--- config.mk ---
export PLATFORM = sky130hd
export DESIGN_NAME = pipe_hazard_ctrl
export DESIGN_NICKNAME = d
export VERILOG_FILES = /design/src/rtl/pipe_hazard_ctrl_pkg.sv /design/src/rtl/pipe_hazard_ctrl_fwd_unit.sv /design/src/rtl/pipe_hazard_ctrl.sv
export SDC_FILE = /design/constraint.sdc
export NUM_CORES = 1
export LEC_CHECK = 0
export ABC_CLOCK_PERIOD_IN_PS = 2300
export CAP_MARGIN = 5
export CORE_MARGIN = 2
export CORE_UTILIZATION = 46
export CTS_CLUSTER_SIZE = 28
export DETAILED_ROUTE_END_ITERATION = 10
export GPL_TIMING_DRIVEN = 0
export HOLD_SLACK_MARGIN = 0.1
export PLACE_DENSITY = 0.86
export SLEW_MARGIN = 20
export SYNTH_ARGS = -nofsm -noshare
export SYNTH_HDL_FRONTEND = slang
export SYNTH_HIERARCHICAL = 1
export SYNTH_SLANG_ARGS = --single-unit
--- constraint.sdc ---
create_clock -name clk -period 2.3 [get_ports clk]
set_input_delay 0.345 -clock clk [delete_from_list [all_inputs] [get_ports clk]]
set_output_delay 0.345 -clock clk [all_outputs]
set_load 0.02 [all_outputs]
--- src/rtl/pipe_hazard_ctrl_pkg.sv ---
// Shared types and constants for the MP pipeline sequencer and its forwarding units.
package pipe_hazard_ctrl_pkg;

    typedef enum logic [1:0] {
        ST_RUN      = 2'd0,
        ST_FLUSH    = 2'd1,
        ST_MEM_WAIT = 2'd2
    } state_t;

    localparam logic [1:0] FWD_RF  = 2'b00;
    localparam logic [1:0] FWD_WB  = 2'b01;
    localparam logic [1:0] FWD_MEM = 2'b10;

    localparam int REG_AW_DEF = 3;

    // Register-address match that ignores a hardwired zero register; addresses are zero-extended to 8 bits.
    function automatic logic rd_hit(input logic en, input logic [7:0] rd,
                                    input logic [7:0] rs, input logic zero_reg);
        return en && (rd == rs) && !(zero_reg && (rd == 8'd0));
    endfunction

endpackage

--- src/rtl/pipe_hazard_ctrl_fwd_unit.sv ---
// Operand forwarding select for one EX source register; the EX/MEM result is newer and wins.
module pipe_hazard_ctrl_fwd_unit
    import pipe_hazard_ctrl_pkg::*;
#(
    parameter int REG_AW   = REG_AW_DEF,
    parameter bit ZERO_REG = 1'b1
) (
    input  logic [REG_AW-1:0] src,
    input  logic              exmem_regwr,
    input  logic [REG_AW-1:0] exmem_rd,
    input  logic              memwb_regwr,
    input  logic [REG_AW-1:0] memwb_rd,
    output logic [1:0]        fwd
);

    logic hit_mem;
    logic hit_wb;

    assign hit_mem = rd_hit(exmem_regwr, 8'(exmem_rd), 8'(src), ZERO_REG);
    assign hit_wb  = rd_hit(memwb_regwr, 8'(memwb_rd), 8'(src), ZERO_REG);

    always_comb begin
        fwd = FWD_RF;
        if (hit_mem)
            fwd = FWD_MEM;
        else if (hit_wb)
            fwd = FWD_WB;
    end

endmodule

--- src/rtl/pipe_hazard_ctrl.sv ---
// Central pipeline sequencer: stage enables/flushes, forwarding selects, data-memory wait and timeout.
//  state       | meaning
//  ST_RUN      | normal issue; mem stall, branch flush or load-use bubble resolved here
//  ST_FLUSH    | IF/ID still being flushed after a taken branch; load-use check off
//  ST_MEM_WAIT | whole pipe frozen until mem_ready or timeout
module pipe_hazard_ctrl
    import pipe_hazard_ctrl_pkg::*;
#(
    parameter int REG_AW         = REG_AW_DEF,
    parameter int BRANCH_PENALTY = 2,
    parameter int MEM_TIMEOUT    = 15,
    parameter bit ZERO_REG       = 1'b1
) (
    input  logic              clk,
    input  logic              rst_n,
    input  logic              branch_taken,
    input  logic              idex_memread,
    input  logic [REG_AW-1:0] idex_rd,
    input  logic [REG_AW-1:0] idex_rs1,
    input  logic [REG_AW-1:0] idex_rs2,
    input  logic [REG_AW-1:0] ifid_rs1,
    input  logic [REG_AW-1:0] ifid_rs2,
    input  logic              ifid_use1,
    input  logic              ifid_use2,
    input  logic              exmem_regwr,
    input  logic [REG_AW-1:0] exmem_rd,
    input  logic              memwb_regwr,
    input  logic [REG_AW-1:0] memwb_rd,
    input  logic              mem_req,
    input  logic              mem_ready,
    output logic              pc_en,
    output logic              ifid_en,
    output logic              idex_en,
    output logic              exmem_en,
    output logic              ifid_flush,
    output logic              idex_flush,
    output logic [1:0]        fwd_a,
    output logic [1:0]        fwd_b,
    output logic              mem_err,
    output logic [7:0]        stall_cnt
);

    localparam logic [2:0] FLUSH_LOAD = 3'(BRANCH_PENALTY - 1);
    localparam logic [7:0] WAIT_LIMIT = 8'(MEM_TIMEOUT);

    state_t     state, state_nxt;
    logic [2:0] flush_cnt, flush_nxt;
    logic [7:0] wait_cnt, wait_nxt;
    logic       err_set, stall_inc;
    logic       c_pc_en, c_ifid_en, c_idex_en, c_exmem_en, c_ifid_flush, c_idex_flush;
    logic       load_use, mem_stall, evaluate;
    logic [1:0] fwd_a_raw, fwd_b_raw;

    assign mem_stall = mem_req && !mem_ready;
    assign load_use  = idex_memread
                     && !(ZERO_REG && (idex_rd == '0))
                     && ((ifid_use1 && (idex_rd == ifid_rs1)) ||
                         (ifid_use2 && (idex_rd == ifid_rs2)));
    // A MEM_WAIT cycle that sees mem_ready is decided exactly like a RUN cycle.
    assign evaluate  = (state != ST_MEM_WAIT) || mem_ready;

    always_comb begin
        c_pc_en      = 1'b1;
        c_ifid_en    = 1'b1;
        c_idex_en    = 1'b1;
        c_exmem_en   = 1'b1;
        c_ifid_flush = 1'b0;
        c_idex_flush = 1'b0;
        state_nxt    = state;
        flush_nxt    = flush_cnt;
        wait_nxt     = wait_cnt;
        err_set      = 1'b0;
        stall_inc    = 1'b0;
        if (!evaluate) begin
            if (wait_cnt == WAIT_LIMIT) begin
                err_set   = 1'b1;
                wait_nxt  = 8'd0;
                state_nxt = ST_RUN;
            end else begin
                {c_pc_en, c_ifid_en, c_idex_en, c_exmem_en} = 4'b0000;
                stall_inc = 1'b1;
                wait_nxt  = wait_cnt + 8'd1;
            end
        end else if (mem_stall) begin
            {c_pc_en, c_ifid_en, c_idex_en, c_exmem_en} = 4'b0000;
            stall_inc = 1'b1;
            wait_nxt  = 8'd1;
            state_nxt = ST_MEM_WAIT;
        end else if (branch_taken) begin
            c_ifid_flush = 1'b1;
            c_idex_flush = 1'b1;
            wait_nxt     = 8'd0;
            if (BRANCH_PENALTY > 1) begin
                flush_nxt = FLUSH_LOAD;
                state_nxt = ST_FLUSH;
            end else begin
                state_nxt = ST_RUN;
            end
        end else if (state == ST_FLUSH) begin
            c_ifid_flush = 1'b1;
            flush_nxt    = flush_cnt - 3'd1;
            if (flush_cnt <= 3'd1)
                state_nxt = ST_RUN;
        end else begin
            wait_nxt  = 8'd0;
            state_nxt = ST_RUN;
            if (load_use) begin
                c_pc_en      = 1'b0;
                c_ifid_en    = 1'b0;
                c_idex_flush = 1'b1;
                stall_inc    = 1'b1;
            end
        end
    end

    always_ff @(posedge clk or negedge rst_n) begin
        if (!rst_n) begin
            state     <= ST_RUN;
            flush_cnt <= 3'd0;
            wait_cnt  <= 8'd0;
            mem_err   <= 1'b0;
            stall_cnt <= 8'd0;
        end else begin
            state     <= state_nxt;
            flush_cnt <= flush_nxt;
            wait_cnt  <= wait_nxt;
            if (err_set)
                mem_err <= 1'b1;
            if (stall_inc && (stall_cnt != 8'hFF))
                stall_cnt <= stall_cnt + 8'd1;
        end
    end

    pipe_hazard_ctrl_fwd_unit #(.REG_AW(REG_AW), .ZERO_REG(ZERO_REG)) u_fwd_a (
        .src        (idex_rs1),
        .exmem_regwr(exmem_regwr),
        .exmem_rd   (exmem_rd),
        .memwb_regwr(memwb_regwr),
        .memwb_rd   (memwb_rd),
        .fwd        (fwd_a_raw)
    );

    pipe_hazard_ctrl_fwd_unit #(.REG_AW(REG_AW), .ZERO_REG(ZERO_REG)) u_fwd_b (
        .src        (idex_rs2),
        .exmem_regwr(exmem_regwr),
        .exmem_rd   (exmem_rd),
        .memwb_regwr(memwb_regwr),
        .memwb_rd   (memwb_rd),
        .fwd        (fwd_b_raw)
    );

    // While reset is asserted the pipe is held with bubbles in both flushable stages.
    assign pc_en      = rst_n && c_pc_en;
    assign ifid_en    = rst_n && c_ifid_en;
    assign idex_en    = rst_n && c_idex_en;
    assign exmem_en   = rst_n && c_exmem_en;
    assign ifid_flush = !rst_n || c_ifid_flush;
    assign idex_flush = !rst_n || c_idex_flush;
    assign fwd_a      = rst_n ? fwd_a_raw : FWD_RF;
    assign fwd_b      = rst_n ? fwd_b_raw : FWD_RF;

endmodule

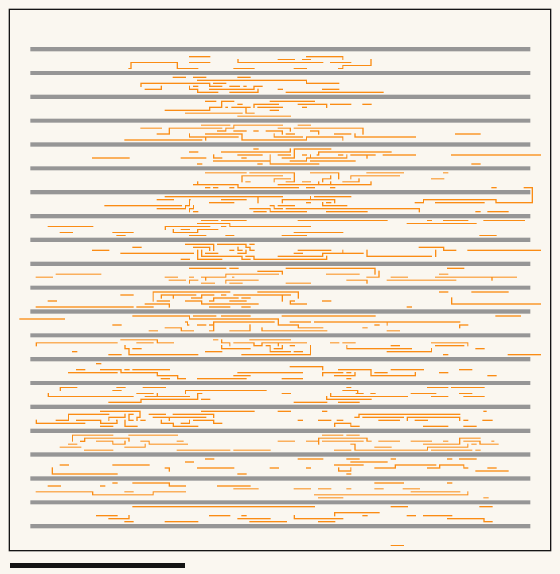
**Above:** signal wires on met1.
Scale bar: 20 µm. Supply wires on this layer in grey.
The layer holds 42% of the routed length. 223 nets have wire on it.

==> flow_summary.json <==
{
  "violations": "setup timing",
  "top_cells_by_count": "22 x sky130_fd_sc_hd__dfrtp_1, 14 x sky130_fd_sc_hd__o21ai_0, 14 x sky130_fd_sc_hd__xnor2_1",
  "number_of_nets_in_the_layout": 255,
  "n_antenna_cell": 0,
  "multi_input_comb_cells": 128,
  "total_setup_violations_reported_at_the_end_of_the_flow": 1,
  "cts_num_sinks": 22,
  "rsz_0062_raised_after_global_routing": "true",
  "min_delay_path_depth": 2,
  "crit-reg2reg-capture": "stall_cnt[1]",
  "synthesis.nets": 198,
  "post-layout-total-power_mw": 1.21,
  "final_cells": 262,
  "worst_slack_ns": -0.0356,
  "n_sequential_cell": 22,
  "die_boundary_height_um": 61.6,
  "worstHoldPathType": "in -> reg",
  "place.port_buffers": 48,
  "result_of_the_run": "finished, violations left",
  "path_max_fanout": 6
}
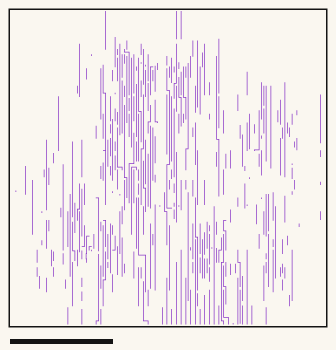
**Above:** the metal 2 layer.
Scale bar: 20 µm.
220 nets have wire on it. The layer carries 1830 µm of wire. The layer holds 49% of the routed length. The longest straight run is 22.9 µm.
global routing met2 resource utilization: 0.322
post-detailed-routing wire length: 3.73 mm
total number of vias: 1407

==> sequential cells by signal (all words and copies together) (netlist names) <==
name,cells
state,2
mem_err,1
flush_cnt,3
stall_cnt,8
wait_cnt,8
==> how the worst max path moves through the flow <==
stage | from | end | slack, ns | cells past startpoint
6_report | wait_cnt[0] | pc_en | -0.04 | 7
5_1_grt | wait_cnt[0] | pc_en | -0.13 | 7
3_5_place_dp | mem_ready | pc_en | -0.80 | 7
3_3_place_gp | rst_n | pc_en | -0.80 | 4
4_1_cts | wait_cnt[0] | pc_en | -0.03 | 7
2_1_floorplan | wait_cnt[4] | pc_en | 0.02 | 5
==> worst max-delay path, stage by stage, from the launching register on <==
cell,delay (ns)
sky130_fd_sc_hd__dfrtp_1,0.43
sky130_fd_sc_hd__ha_2,0.21
sky130_fd_sc_hd__and3_4,0.20
sky130_fd_sc_hd__and3_4,0.19
sky130_fd_sc_hd__a2111oi_4,0.25
sky130_fd_sc_hd__nor3b_2,0.10
sky130_fd_sc_hd__buf_4,0.15
sky130_fd_sc_hd__buf_4,0.15
==> kinds of logic (layout without fill, tap and decap cells) <==
| group | after synthesis | in the layout | share of synthesized area |
|---|---|---|---|
| AND/OR/NAND/NOR | 64 | 64 | 0.241 |
| AND-OR/OR-AND | 36 | 36 | 0.182 |
| XOR/XNOR | 22 | 22 | 0.126 |
| flip-flops | 22 | 22 | 0.361 |
| buffers and inverters | 13 | 68 | 0.0427 |
| adder cells (fa/ha/maj) | 4 | 4 | 0.0328 |
| multiplexers | 2 | 2 | 0.0139 |
==> cell usage in the layout (no fill, tap or decap), types with 2 or more instances in the layout <==
master	n
sky130_fd_sc_hd__nand2_1	13
sky130_fd_sc_hd__nor2_1	12
sky130_fd_sc_hd__xor2_1	8
sky130_fd_sc_hd__and2_2	2
sky130_fd_sc_hd__buf_2	3
sky130_fd_sc_hd__clkdlybuf4s50_1	34
sky130_fd_sc_hd__clkbuf_2	4
sky130_fd_sc_hd__and3_4	2
sky130_fd_sc_hd__xnor2_1	14
sky130_fd_sc_hd__dlygate4sd2_1	7
sky130_fd_sc_hd__nand2b_1	5
sky130_fd_sc_hd__nor3_1	3
sky130_fd_sc_hd__a211oi_2	2
sky130_fd_sc_hd__nor2b_1	2
sky130_fd_sc_hd__o2111a_1	2
sky130_fd_sc_hd__a21oi_1	4
sky130_fd_sc_hd__o21ba_2	2
sky130_fd_sc_hd__buf_4	8
sky130_fd_sc_hd__inv_1	8
sky130_fd_sc_hd__nor4_4	2
sky130_fd_sc_hd__clkbuf_4	3
sky130_fd_sc_hd__ha_1	3
sky130_fd_sc_hd__o21ai_1	2
sky130_fd_sc_hd__dfrtp_1	22
sky130_fd_sc_hd__nand4_1	4
sky130_fd_sc_hd__o2111ai_1	2
sky130_fd_sc_hd__nand3_1	5
sky130_fd_sc_hd__and3_1	2
sky130_fd_sc_hd__o21ai_0	12
sky130_fd_sc_hd__and2_1	4
==> per-layer routing <==
metal | vias up | wire length, µm
li1 | 682 | -
met1 | 674 | 1570
met2 | 43 | 1830
met3 | 8 | 225
met4 | 0 | 94
met5 | - | 0
